### M1 wires

Bar = 20 um.
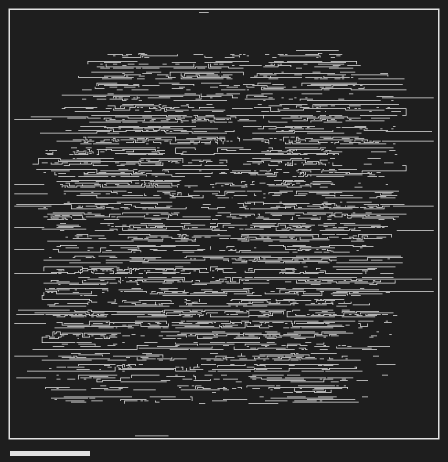
### Wire density map

Bar = 20 um. 22 x 22 tiles, from black (low) to pale yellow (high), scaled to the fullest tile. Values are wire area over tile area, all layers added.
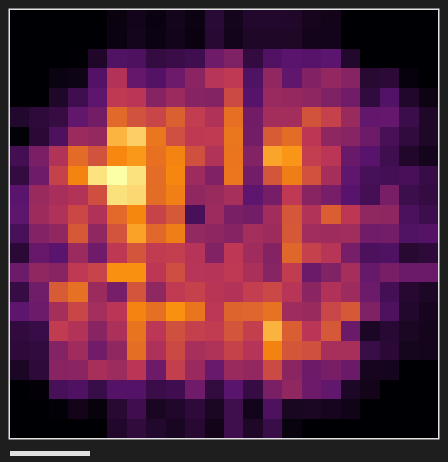
### Placement density heat map

Bar = 20 um. 11 x 11 tiles, from black (low) to pale yellow (high), 0 to 100% covered.
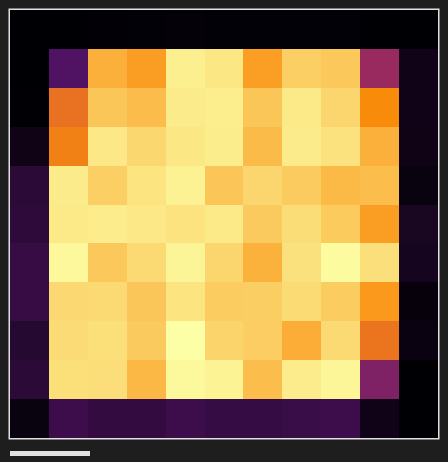
### src/rtl/add_cmp_32_if.sv
// Operand/result bundle for the jump/branch add-compare unit.
interface add_cmp_32_if #(
  parameter int unsigned WIDTH = 32
);
  logic             en;
  logic [WIDTH-1:0] a;
  logic [WIDTH-1:0] b;
  logic [2:0]       cmp_ctrl;
  logic [WIDTH-1:0] sum;
  logic             cout;
  logic             ovf;
  logic             cmp_res;
  logic             valid;

  // Requester side: supplies operands, receives results.
  modport master (
    output en, a, b, cmp_ctrl,
    input  sum, cout, ovf, cmp_res, valid
  );

  // Unit side: consumes operands, produces registered results.
  modport slave (
    input  en, a, b, cmp_ctrl,
    output sum, cout, ovf, cmp_res, valid
  );
endinterface

### src/rtl/add_cmp_32.sv
// Registered 32-bit adder and RISC-V branch comparator; one cycle latency.
module add_cmp_32 #(
  parameter int unsigned WIDTH = 32
) (
  input  logic         clk,
  input  logic         rst,
  add_cmp_32_if.slave  bus
);

  localparam int unsigned MSB = WIDTH - 1;

  localparam logic [2:0] CMP_EQ  = 3'b001;
  localparam logic [2:0] CMP_NE  = 3'b010;
  localparam logic [2:0] CMP_LT  = 3'b011;
  localparam logic [2:0] CMP_LTU = 3'b100;
  localparam logic [2:0] CMP_GE  = 3'b101;
  localparam logic [2:0] CMP_GEU = 3'b110;

  logic [WIDTH-1:0] sum_d, sum_q;
  logic             cout_d, cout_q;
  logic             ovf_d, ovf_q;
  logic             cmp_d, cmp_q;
  logic             valid_q;
  logic             lt_s, lt_u, eq;

  // Adder with carry/overflow flags, carry-in fixed at zero.
  always_comb begin
    sum_d  = '0;
    cout_d = 1'b0;
    {cout_d, sum_d} = {1'b0, bus.a} + {1'b0, bus.b};
    ovf_d  = (bus.a[MSB] == bus.b[MSB]) && (sum_d[MSB] != bus.a[MSB]);
  end

  // Branch condition select; reserved encodings resolve to 0.
  always_comb begin
    eq    = (bus.a == bus.b);
    lt_u  = (bus.a < bus.b);
    lt_s  = ($signed(bus.a) < $signed(bus.b));
    cmp_d = 1'b0;
    unique case (bus.cmp_ctrl)
      CMP_EQ:  cmp_d = eq;
      CMP_NE:  cmp_d = !eq;
      CMP_LT:  cmp_d = lt_s;
      CMP_LTU: cmp_d = lt_u;
      CMP_GE:  cmp_d = !lt_s;
      CMP_GEU: cmp_d = !lt_u;
      default: cmp_d = 1'b0;
    endcase
  end

  // Result register: load on en, otherwise hold; valid tracks en by one cycle.
  always_ff @(posedge clk or posedge rst) begin
    if (rst) begin
      sum_q   <= '0;
      cout_q  <= 1'b0;
      ovf_q   <= 1'b0;
      cmp_q   <= 1'b0;
      valid_q <= 1'b0;
    end else begin
      valid_q <= bus.en;
      if (bus.en) begin
        sum_q  <= sum_d;
        cout_q <= cout_d;
        ovf_q  <= ovf_d;
        cmp_q  <= cmp_d;
      end
    end
  end

  assign bus.sum     = sum_q;
  assign bus.cout    = cout_q;
  assign bus.ovf     = ovf_q;
  assign bus.cmp_res = cmp_q;
  assign bus.valid   = valid_q;

endmodule

### src/flat_wrapper.sv
// flat-port wrapper written by rule: the top's interface ports become plain ports
module add_cmp_32_flat 
#(
  parameter int unsigned WIDTH = 32
)
  (clk, rst, bus_en, bus_a, bus_b, bus_cmp_ctrl, bus_sum, bus_cout, bus_ovf, bus_cmp_res, bus_valid);
  add_cmp_32_if #(.WIDTH(WIDTH)) bus_i ();
  input  logic clk;
  input  logic rst;
  input wire logic [$bits(bus_i.en)-1:0] bus_en;
  input wire logic [$bits(bus_i.a)-1:0] bus_a;
  input wire logic [$bits(bus_i.b)-1:0] bus_b;
  input wire logic [$bits(bus_i.cmp_ctrl)-1:0] bus_cmp_ctrl;
  output wire logic [$bits(bus_i.sum)-1:0] bus_sum;
  output wire logic [$bits(bus_i.cout)-1:0] bus_cout;
  output wire logic [$bits(bus_i.ovf)-1:0] bus_ovf;
  output wire logic [$bits(bus_i.cmp_res)-1:0] bus_cmp_res;
  output wire logic [$bits(bus_i.valid)-1:0] bus_valid;
  assign bus_i.en = bus_en;
  assign bus_i.a = bus_a;
  assign bus_i.b = bus_b;
  assign bus_i.cmp_ctrl = bus_cmp_ctrl;
  assign bus_sum = bus_i.sum;
  assign bus_cout = bus_i.cout;
  assign bus_ovf = bus_i.ovf;
  assign bus_cmp_res = bus_i.cmp_res;
  assign bus_valid = bus_i.valid;
  add_cmp_32 #(.WIDTH(WIDTH)) u_core (.clk(clk), .rst(rst), .bus(bus_i));
endmodule
### config.mk
export PLATFORM = sky130hd
export DESIGN_NAME = add_cmp_32_flat
export DESIGN_NICKNAME = d
export VERILOG_FILES = /design/src/rtl/add_cmp_32_if.sv /design/src/rtl/add_cmp_32.sv /design/src/flat_wrapper.sv
export SDC_FILE = /design/constraint.sdc
export NUM_CORES = 1
export LEC_CHECK = 0
export ABC_AREA = 0
export CORE_MARGIN = 8
export CORE_UTILIZATION = 45
export CTS_CLUSTER_DIAMETER = 200
export CTS_CLUSTER_SIZE = 28
export DETAILED_ROUTE_END_ITERATION = 10
export PLACE_DENSITY = 0.81
export SLEW_MARGIN = 20
export SYNTH_ARGS = -nofsm -noshare
export SYNTH_HDL_FRONTEND = slang
export SYNTH_SLANG_ARGS = --single-unit
### constraint.sdc
create_clock -name clk -period 1.6 [get_ports clk]
set_clock_uncertainty 0.1 [all_clocks]
set_input_delay 0.48 -clock clk [delete_from_list [all_inputs] [get_ports clk]]
set_output_delay 0.48 -clock clk [all_outputs]
set_load 0.02 [all_outputs]
==> impl_metrics.py <==
# Physical implementation metrics
metrics = {
    "sta": {
        "fin_ws_ps": -1450,
        "layout_min_cycle_time_ps": 3050,
        "finalSetupViolations": 32,
        "max_freq_ghz": 0.328,
    },
    "worst_setup_path": {
        "crit_path_top_delay_cell": "or4_4",
        "cp_data_required_time_ps": 1710,
        "max_stage_delay_ps": 440,
        "worst-path-stages": 13,
    },
    "drt": {
        "via_per_inst": 6.29,
        "highest_layer": "met5",
    },
    "pwr": {
        "pwr-share-comb_pct": 61.2,
        "power_leakage_nw": 3.34,
        "power_density_nw_per_um2": 689,
    },
    "placement": {
        "hpwlAfterDp_um": 10200,
        "placed_cells": 796,
    },
    "global_routing": {
        "grt_max_degree": 41,
        "grt_pass1_vias": 5203,
        "grtUsageMet1_pct": 29.3,
        "grt_first_pass_wirelength_um": 26000,
    },
    "logic_synthesis": {
        "ys_types": 50,
    },
    "final_layout": {
        "nClkBuffers": 5,
        "nMultiInputCombCells": 358,
        "fin_nets": 871,
    },
    "run_status": {
        "failed_checks": "negative setup slack",
        "status": "complete, but fails checks",
    },
    "clock_network": {
        "cts.path.max_buffers": 2,
        "clock-sinks": 36,
        "cts_buffers": 5,
    },
    "die": {
        "fp_util_pct": 46.2,
        "nWellTaps": 105,
    },
}
## Picture notes: 'M1 wires'
The layer holds 34% of the routed length. The wires run mostly horizontal. The longest straight run is 34.5 um. The layer carries 7200 um of wire. 785 nets have wire on it.

## Picture notes: 'Wire density map'
13% of the tiles are nearly empty. The fullest tile reaches 1.0. The mean over all tiles is 0.33.

## Picture notes: 'Placement density heat map'
The densest ninth of the die: centre. The emptiest ninth of the die: north-west. The fullest tile reaches 100%.

## timing repair
action	CTS	global route
hold buffers	0	0
pin swaps	113	66
gates cloned	0	0
setup endpoints to repair	70	67
buffers inserted	26	19
gates resized	371	104
## power by group through the flow
| stage | sequential, mW | combinational (mW) | clock [mW] |
|---|---|---|---|
| 2_1_floorplan | 1.41 | 0.935 | 0 |
| 3_3_place_gp | 1.20 | 2.24 | 0 |
| 3_5_place_dp | 1.21 | 2.32 | 0 |
| 4_1_cts | 1.19 | 2.55 | 0.660 |
| 5_1_grt | 1.24 | 3.15 | 0.720 |
| 6_report | 1.23 | 3.03 | 0.692 |
## how the worst min path moves through the flow
stage / end / slack [ps]
2_1_floorplan: u_core.bus.valid / 410
3_3_place_gp: u_core.bus.sum[31] / 400
3_5_place_dp: u_core.bus.sum[14] / 410
4_1_cts: u_core.bus.sum[14] / 420
5_1_grt: u_core.bus.sum[6] / 450
6_report: u_core.bus.sum[24] / 430
## stage by stage
stage	TNS [ps]	instance area [um^2]	hold slack (ps)	utilization (%)
2_1_floorplan	-26610	3980	411	-
3_3_place_gp	-50460	6060	404	74.2
3_5_place_dp	-52510	6060	408	74.2
4_1_cts	-29760	6930	423	84.7
5_1_grt	-32390	7180	449	87.8
6_report	-31060	7180	431	87.8
## layout by cell type, fill, tap and decap left out, drive strengths merged, types with 2 or more instances in the layout
cell,n
nand2,10
nand3,4
clkdlybuf4s15,21
dfrtp,36
a21oi,71
clkbuf,27
nor2,63
a21o,9
or3,4
o21a,4
a31oi,4
o211ai,2
a211o,2
nand4,7
o21ba,2
dlygate4sd2,25
mux2,4
o21ai,17
o31a,2
inv,66
buf,194
a211oi,2
o21bai,12
xnor2,26
nor3,8
nor4,2
o22ai,2
nor4b,2
or4,5
nand2b,2
ha,64
nor2b,6
xor2,4
nor3b,5
clkdlybuf4s50,7
## cell usage after synthesis (2+ instances only)
cell | number | share of area [%]
xnor2_1 | 26 | 6.0
ha_1 | 64 | 21
nand2b_1 | 2 | 0.33
xor2_1 | 4 | 0.93
o21ai_2 | 3 | 0.70
nand2_1 | 10 | 0.99
clkbuf_1 | 10 | 0.99
o211ai_1 | 2 | 0.40
inv_1 | 66 | 6.6
nand3_1 | 4 | 0.53
a21o_1 | 9 | 1.8
a31oi_1 | 4 | 0.66
nor2b_1 | 5 | 0.83
buf_2 | 2 | 0.27
o21bai_1 | 12 | 2.4
nor3b_1 | 5 | 0.99
a211oi_1 | 2 | 0.40
nand4_1 | 7 | 1.2
nor3_1 | 8 | 1.1
o21a_1 | 4 | 0.80
o31a_1 | 2 | 0.46
or4_1 | 3 | 0.60
dfrtp_1 | 36 | 24
nor4b_1 | 2 | 0.46
a21oi_1 | 71 | 9.4
nor4_1 | 2 | 0.33
o21ai_0 | 14 | 1.9
or3_1 | 4 | 0.66
o22ai_1 | 2 | 0.33
o21ba_2 | 2 | 0.53
nor2_1 | 63 | 6.3
mux2_2 | 4 | 1.2
## sequential cells by signal, indices dropped and copies added, names as in the netlist
| name | cells |
|---|---|
| u_core.bus.sum | 32 |
| u_core.bus.cmp_res | 1 |
| u_core.bus.cout | 1 |
| u_core.bus.ovf | 1 |
| u_core.bus.valid | 1 |
Power figures rest on the tool's default switching activity, not on a simulated workload.
